### src/rtl/spi_slave_frame_rx.sv
// Oversampled SPI mode-0 slave that reassembles fixed-length CS_N frames into one payload sample.
// Optional feature: define SPI_RX_PAD_CHECK_EN to reject frames whose padding bytes differ from PAD_BYTE.
module spi_slave_frame_rx #(
  parameter int         FRAME_BYTES   = 8,
  parameter int         PAYLOAD_BYTES = 6,
  parameter logic [7:0] PAD_BYTE      = 8'hAB,
  parameter int         SYNC_STAGES   = 2
) (
  input  logic                         CLK100MHZ,
  input  logic                         RESET_N,
  input  logic                         SPI_CS_N,
  input  logic                         SPI_SCLK,
  input  logic                         SPI_MOSI,
  output logic                         SPI_MISO,
  output logic [8*PAYLOAD_BYTES-1:0]   o_frame_data,
  output logic                         o_frame_valid,
  output logic                         o_frame_err,
  output logic [15:0]                  o_frame_count,
  output logic                         o_busy
);

  typedef enum logic [1:0] {
    S_IDLE  = 2'd0,
    S_RECV  = 2'd1,
    S_CHECK = 2'd2
  } state_t;

  localparam int         DATA_W      = 8 * PAYLOAD_BYTES;
  localparam int         LAST        = SYNC_STAGES - 1;
  localparam logic [3:0] FRAME_CNT   = 4'(FRAME_BYTES);
  localparam logic [3:0] PAYLOAD_CNT = 4'(PAYLOAD_BYTES);
`ifdef SPI_RX_PAD_CHECK_EN
  localparam logic       PAD_CHECK_ON = 1'b1;
`else
  localparam logic       PAD_CHECK_ON = 1'b0;
`endif

  logic [SYNC_STAGES-1:0] cs_sync_r;
  logic [SYNC_STAGES-1:0] sclk_sync_r;
  logic [SYNC_STAGES-1:0] mosi_sync_r;
  logic                   cs_prev_r;
  logic                   sclk_prev_r;
  logic                   cs_lvl_s;
  logic                   cs_fall_s;
  logic                   cs_rise_s;
  logic                   sclk_rise_s;
  logic                   sclk_fall_s;

  state_t                 state_r;
  state_t                 next_state_s;
  logic                   start_s;
  logic                   rx_en_s;
  logic                   accept_s;
  logic                   reject_s;
  logic                   frame_good_s;

  logic [2:0]             bit_cnt_r;
  logic [3:0]             byte_cnt_r;
  logic                   overflow_r;
  logic                   pad_err_r;
  logic [6:0]             shift_r;
  logic [7:0]             rx_byte_s;
  logic                   pad_bad_s;
  logic [7:0]             last_rx_byte_r;
  logic [7:0]             frame_buf_r [PAYLOAD_BYTES];

  logic [7:0]             tx_r;
  logic                   miso_r;
  logic [DATA_W-1:0]      data_r;
  logic                   valid_r;
  logic                   err_r;
  logic [15:0]            count_r;
  logic                   busy_r;

  // Pin synchronizers plus one extra sample for edge detection.
  always_ff @(posedge CLK100MHZ or negedge RESET_N) begin
    if (!RESET_N) begin
      cs_sync_r   <= {SYNC_STAGES{1'b0}};
      sclk_sync_r <= {SYNC_STAGES{1'b0}};
      mosi_sync_r <= {SYNC_STAGES{1'b0}};
      cs_prev_r   <= 1'b0;
      sclk_prev_r <= 1'b0;
    end else begin
      cs_sync_r   <= {cs_sync_r[SYNC_STAGES-2:0], SPI_CS_N};
      sclk_sync_r <= {sclk_sync_r[SYNC_STAGES-2:0], SPI_SCLK};
      mosi_sync_r <= {mosi_sync_r[SYNC_STAGES-2:0], SPI_MOSI};
      cs_prev_r   <= cs_sync_r[LAST];
      sclk_prev_r <= sclk_sync_r[LAST];
    end
  end

  // CS_N resets to "low" so a CS window already open at reset release never looks like a new frame.
  assign cs_lvl_s    = cs_sync_r[LAST];
  assign cs_fall_s   = cs_prev_r & ~cs_lvl_s;
  assign cs_rise_s   = ~cs_prev_r & cs_lvl_s;
  assign sclk_rise_s = sclk_sync_r[LAST] & ~sclk_prev_r & ~cs_lvl_s;
  assign sclk_fall_s = ~sclk_sync_r[LAST] & sclk_prev_r & ~cs_lvl_s;

  assign rx_byte_s    = {shift_r, mosi_sync_r[LAST]};
  assign pad_bad_s    = PAD_CHECK_ON && (byte_cnt_r >= PAYLOAD_CNT) && (rx_byte_s != PAD_BYTE);
  assign frame_good_s = (bit_cnt_r == 3'd0) && (byte_cnt_r == FRAME_CNT) && !overflow_r && !pad_err_r;

  // FSM state register.
  always_ff @(posedge CLK100MHZ or negedge RESET_N) begin
    if (!RESET_N) begin
      state_r <= S_IDLE;
    end else begin
      state_r <= next_state_s;
    end
  end

  // FSM next-state logic; a CS_N fall during the check cycle starts the next frame directly.
  always_comb begin
    next_state_s = state_r;
    case (state_r)
      S_IDLE: begin
        if (cs_fall_s) next_state_s = S_RECV;
        else           next_state_s = S_IDLE;
      end
      S_RECV: begin
        if (cs_rise_s) next_state_s = S_CHECK;
        else           next_state_s = S_RECV;
      end
      S_CHECK: begin
        if (cs_fall_s) next_state_s = S_RECV;
        else           next_state_s = S_IDLE;
      end
      default: next_state_s = S_IDLE;
    endcase
  end

  // FSM output decode.
  always_comb begin
    start_s  = 1'b0;
    rx_en_s  = 1'b0;
    accept_s = 1'b0;
    reject_s = 1'b0;
    case (state_r)
      S_IDLE: begin
        start_s = cs_fall_s;
      end
      S_RECV: begin
        rx_en_s = sclk_rise_s;
      end
      S_CHECK: begin
        start_s = cs_fall_s;
        if (frame_good_s) accept_s = 1'b1;
        else              reject_s = 1'b1;
      end
      default: begin
        start_s = 1'b0;
      end
    endcase
  end

  // Bit/byte assembly; only payload bytes are kept, padding is checked as it arrives.
  always_ff @(posedge CLK100MHZ or negedge RESET_N) begin
    if (!RESET_N) begin
      bit_cnt_r      <= 3'd0;
      byte_cnt_r     <= 4'd0;
      overflow_r     <= 1'b0;
      pad_err_r      <= 1'b0;
      shift_r        <= 7'd0;
      last_rx_byte_r <= 8'd0;
      for (int i = 0; i < PAYLOAD_BYTES; i++) frame_buf_r[i] <= 8'd0;
    end else if (start_s) begin
      bit_cnt_r  <= 3'd0;
      byte_cnt_r <= 4'd0;
      overflow_r <= 1'b0;
      pad_err_r  <= 1'b0;
      shift_r    <= 7'd0;
    end else if (rx_en_s) begin
      shift_r   <= rx_byte_s[6:0];
      bit_cnt_r <= bit_cnt_r + 3'd1;
      if (bit_cnt_r == 3'd7) begin
        last_rx_byte_r <= rx_byte_s;
        if (byte_cnt_r < FRAME_CNT) begin
          for (int i = 0; i < PAYLOAD_BYTES; i++) begin
            if (byte_cnt_r == 4'(i)) frame_buf_r[i] <= rx_byte_s;
          end
          if (pad_bad_s) pad_err_r <= 1'b1;
        end else begin
          overflow_r <= 1'b1;
        end
        if (byte_cnt_r != 4'hF) byte_cnt_r <= byte_cnt_r + 4'd1;
      end
    end
  end

  // MISO echo: byte n carries byte n-1, reloaded on the first SCLK fall after a byte completes.
  always_ff @(posedge CLK100MHZ or negedge RESET_N) begin
    if (!RESET_N) begin
      tx_r   <= 8'd0;
      miso_r <= 1'b0;
    end else if (start_s) begin
      tx_r   <= 8'd0;
      miso_r <= 1'b0;
    end else if ((state_r != S_RECV) || cs_lvl_s) begin
      tx_r   <= 8'd0;
      miso_r <= 1'b0;
    end else if (sclk_fall_s) begin
      if (bit_cnt_r == 3'd0) begin
        tx_r   <= {last_rx_byte_r[6:0], 1'b0};
        miso_r <= last_rx_byte_r[7];
      end else begin
        tx_r   <= {tx_r[6:0], 1'b0};
        miso_r <= tx_r[7];
      end
    end
  end

  // Frame result outputs; data and count only move on an accepted frame.
  always_ff @(posedge CLK100MHZ or negedge RESET_N) begin
    if (!RESET_N) begin
      data_r  <= {DATA_W{1'b0}};
      valid_r <= 1'b0;
      err_r   <= 1'b0;
      count_r <= 16'd0;
      busy_r  <= 1'b0;
    end else begin
      valid_r <= accept_s;
      err_r   <= reject_s;
      busy_r  <= (next_state_s == S_RECV);
      if (accept_s) begin
        for (int i = 0; i < PAYLOAD_BYTES; i++) data_r[DATA_W-1-8*i -: 8] <= frame_buf_r[i];
        count_r <= count_r + 16'd1;
      end
    end
  end

  assign SPI_MISO      = miso_r;
  assign o_frame_data  = data_r;
  assign o_frame_valid = valid_r;
  assign o_frame_err   = err_r;
  assign o_frame_count = count_r;
  assign o_busy        = busy_r;

endmodule
### config.mk
export PLATFORM = sky130hd
export DESIGN_NAME = spi_slave_frame_rx
export DESIGN_NICKNAME = d
export VERILOG_FILES = /design/src/rtl/spi_slave_frame_rx.sv
export SDC_FILE = /design/constraint.sdc
export NUM_CORES = 1
export LEC_CHECK = 0
export CELL_PAD_IN_SITES_DETAIL_PLACEMENT = 1
export CELL_PAD_IN_SITES_GLOBAL_PLACEMENT = 2
export CORE_MARGIN = 2
export CORE_UTILIZATION = 39
export CTS_CLUSTER_SIZE = 25
export DETAILED_ROUTE_END_ITERATION = 12
export PLACE_DENSITY = 0.74
export SETUP_SLACK_MARGIN = 0.4
export SLEW_MARGIN = 20
export SYNTH_ARGS = -nofsm -noshare
export SYNTH_HDL_FRONTEND = slang
export SYNTH_SLANG_ARGS = --single-unit
export TNS_END_PERCENT = 20
### constraint.sdc
create_clock -name CLK100MHZ -period 2.7 [get_ports CLK100MHZ]
set_input_delay 0.54 -clock CLK100MHZ [delete_from_list [all_inputs] [get_ports CLK100MHZ]]
set_output_delay 0.54 -clock CLK100MHZ [all_outputs]
set_load 0.005 [all_outputs]
==> images/logic_types.png <==
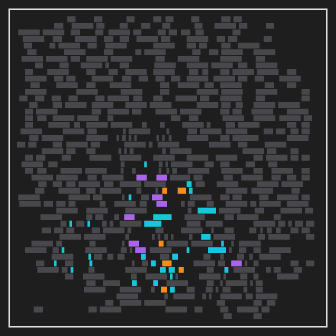
legend:
  NOR gates:
    colour: cyan
    cells: 28
  AND and OR gates:
    colour: orange
    cells: 6
    where: bottom middle
  adder and majority cells:
    colour: purple
    cells: 8
most frequent logic cell in the layout: dfrtp_1
Comb/total area: 28.3%
fin cells: 733

==> images/flops_by_reg.png <==
The bar under the picture is 50 µm long. Other sequential cells in the stronger grey, the rest of the logic in the fainter grey.
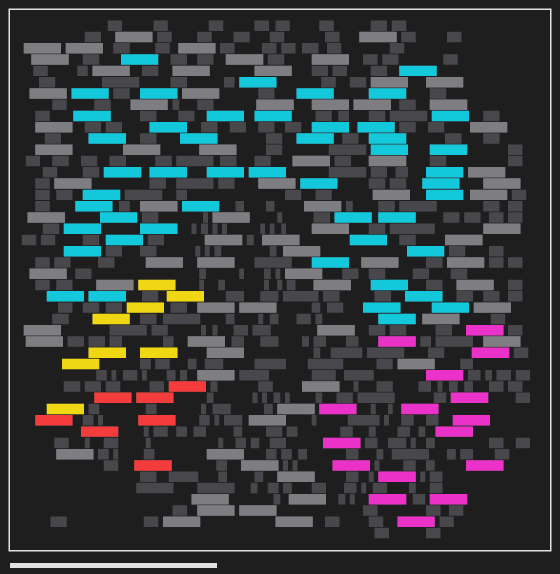
legend:
  tx_r:
    colour: red
    placed_flops: 7
    where: bottom left
  o_frame_count:
    colour: magenta
    placed_flops: 16
    where: bottom right
  last_rx_byte_r:
    colour: yellow
    placed_flops: 8
    where: left middle
  frame_buf_r:
    colour: cyan
    placed_flops: 48
not coloured: 77
Flop area: 3900 µm²
Sequential Power: 0.00240 W
flop share of the area: 50.4%
final core utilization: 49.3%

==> results.txt <==
Endpoints failing hold - 0
Crit-path max cell delay - 0.41 ns
Mux area share - 20.3%
Unrepaired setup endpoints after global routing - yes
Worst Path Arrival - 2.48 ns
Synth Seq Share - 62.8%
Via Count - 3,618
Vias in the first global route - 4,010
Simple Share, Synth - 9.11%
GR Overflow Total - 0
Clock tree buffer depth - 2
Pwr dens - 632 nW/µm²
Area delta synth->final - 24.6%
CTS Buf Count - 17
Post-CTS Repair Setup Buffers - 0
Post-CTS resize count - 0
Cells in synth_stat.txt - 427
Cell Rows - 46
Clk root buf - clkbuf_16
Outcome - completed
Area leader share - 62.8%
Fin Clk Skew - 0.00711 ns
Ys Warns - 0
Hold Buf Count CTS - 0
Worst slew pin tran - 0.507 ns
Met2 routed WL - 6690 µm
Fmax - 461 MHz
Post-synth ARST share - 100%
Core region area - 15,700 µm²
Met3 routed WL - 453 µm
GRT Total Usage - 17.7%
Critical path type - reg -> reg
Tmin final - 2.17 ns
Design Area, Final - 7750 µm²
Startpoint type of the worst setup path - register
Antenna violations before repair - 0
Post-Route WL - 13,300 µm
Late-Pin Clk Latency - 0.42 ns
Reg clk slew, reported paths - 0.07 ns
Worst R2R Setup Slack - 0.53 ns
Die height - 130 µm
Crit path to - o_frame_data[30]$_DFFE_PN0P_
Vias per Instance - 4.94
OpenROAD warnings - 31
Yosys chip area - 6220 µm²
Maximum VDD drop - 410 µV
TritonCTS clock tree - yes
Top routing layer in use - met4
Synth cell types - 41
Die ar. - 17,000 µm²
First-pass GRT wire length - 22,400 µm
Most frequent cell after synthesis - dfrtp_1
Worst Setup End Kind - register
Main logic family - multiplexers
Final Max Slew Viols - 0
Crit path launch - byte_cnt_r[0]$_DFFE_PN0P_
EDFF count, synth - 0
Max H-tree Level - 4
Cells on worst reg2reg path - 6
Post-DP HPWL - 8470 µm
Pre-Place Util - 39.6%
I/O pin count - 73
Most used flip-flop cell - dfrtp_1
Slowest CP cell - dfrtp_1
Ordered list of cells on the worst path - inv_1, ha_1, nand4bb_2, nor2_4, buf_12, mux2_2
IO buf count - 72
Drt initial violations - 133
Max-cap violations - 0
Final ANT Viol Nets - 0
DR WL/cell - 18.2 µm
First-pass DRT Iterations - 4
Final worst path period share - 80.3%
Final GP Congestion - 0.714
Final hold slack - 0.00539 ns
Yosys xor share - 2.25%
Final Setup Violations - 0
Floorplan Nets - 440
Setup TNS - 0 ns
Leakage power - 3.82 nW
==> cell type report <==
type                       count  area [µm²]
timing repair buffer          78         792
inverter                       6        22.5
clock buffer                  17         425
sequential                   156        3900
clock inverter                15         141
tap                          216         270
multi-input combinational    245        2200
fill                        1561        7960
==> flip-flops by register name, indices dropped and copies added, names as in the netlist <==
signal and count:
overflow_r 1, tx_r 7, shift_r 7, o_busy 1, cs_sync_r 2, byte_cnt_r 4
o_frame_count 16, o_frame_err 1, frame_buf_r 48, sclk_sync_r 2, state_r 2, cs_prev_r 1
o_frame_valid 1, bit_cnt_r 3, SPI_MISO 1, o_frame_data 48, last_rx_byte_r 8, mosi_sync_r 2
sclk_prev_r 1
==> cells by family (layout without fill, tap and decap cells) <==
group	after synthesis	count (layout)
AND/OR/NAND/NOR	91	91
XOR/XNOR	16	16
AND-OR/OR-AND	17	17
multiplexers	113	113
adder cells (fa/ha/maj)	8	8
flip-flops	156	156
buffers and inverters	26	116
==> per-layer routing <==
metal / vias up / track usage (%)
li1: 1644 / -
met1: 1899 / 23.1
met2: 58 / 29.1
met3: 17 / 3.73
met4: 0 / 6.51
met5: - / 0
==> power by group <==
group | internal [W] | switching [W]
registers | 0.00237 | 0.0000355
logic | 0.0000733 | 0.000125
clock network | 0.00128 | 0.00102
total | 0.00372 | 0.00118
==> stage by stage <==
step           total power [W]  worst slack [ns]
2_1_floorplan          0.00254             0.751
3_3_place_gp           0.00264             0.624
3_5_place_dp           0.00265             0.526
4_1_cts                0.00496             0.526
5_1_grt                0.00507             0.383
6_report               0.00490             0.532
==> worst max-delay path: cells and delay by family, from the launching register on <==
family / cells / cell delay [ns]
buffers and inverters: 2 / 0.42
multiplexers: 1 / 0.38
adder cells (fa/ha/maj): 1 / 0.30
flip-flops: 1 / 0.41
AND/OR/NAND/NOR: 2 / 0.49
Power is estimated from default activity; no workload was simulated.
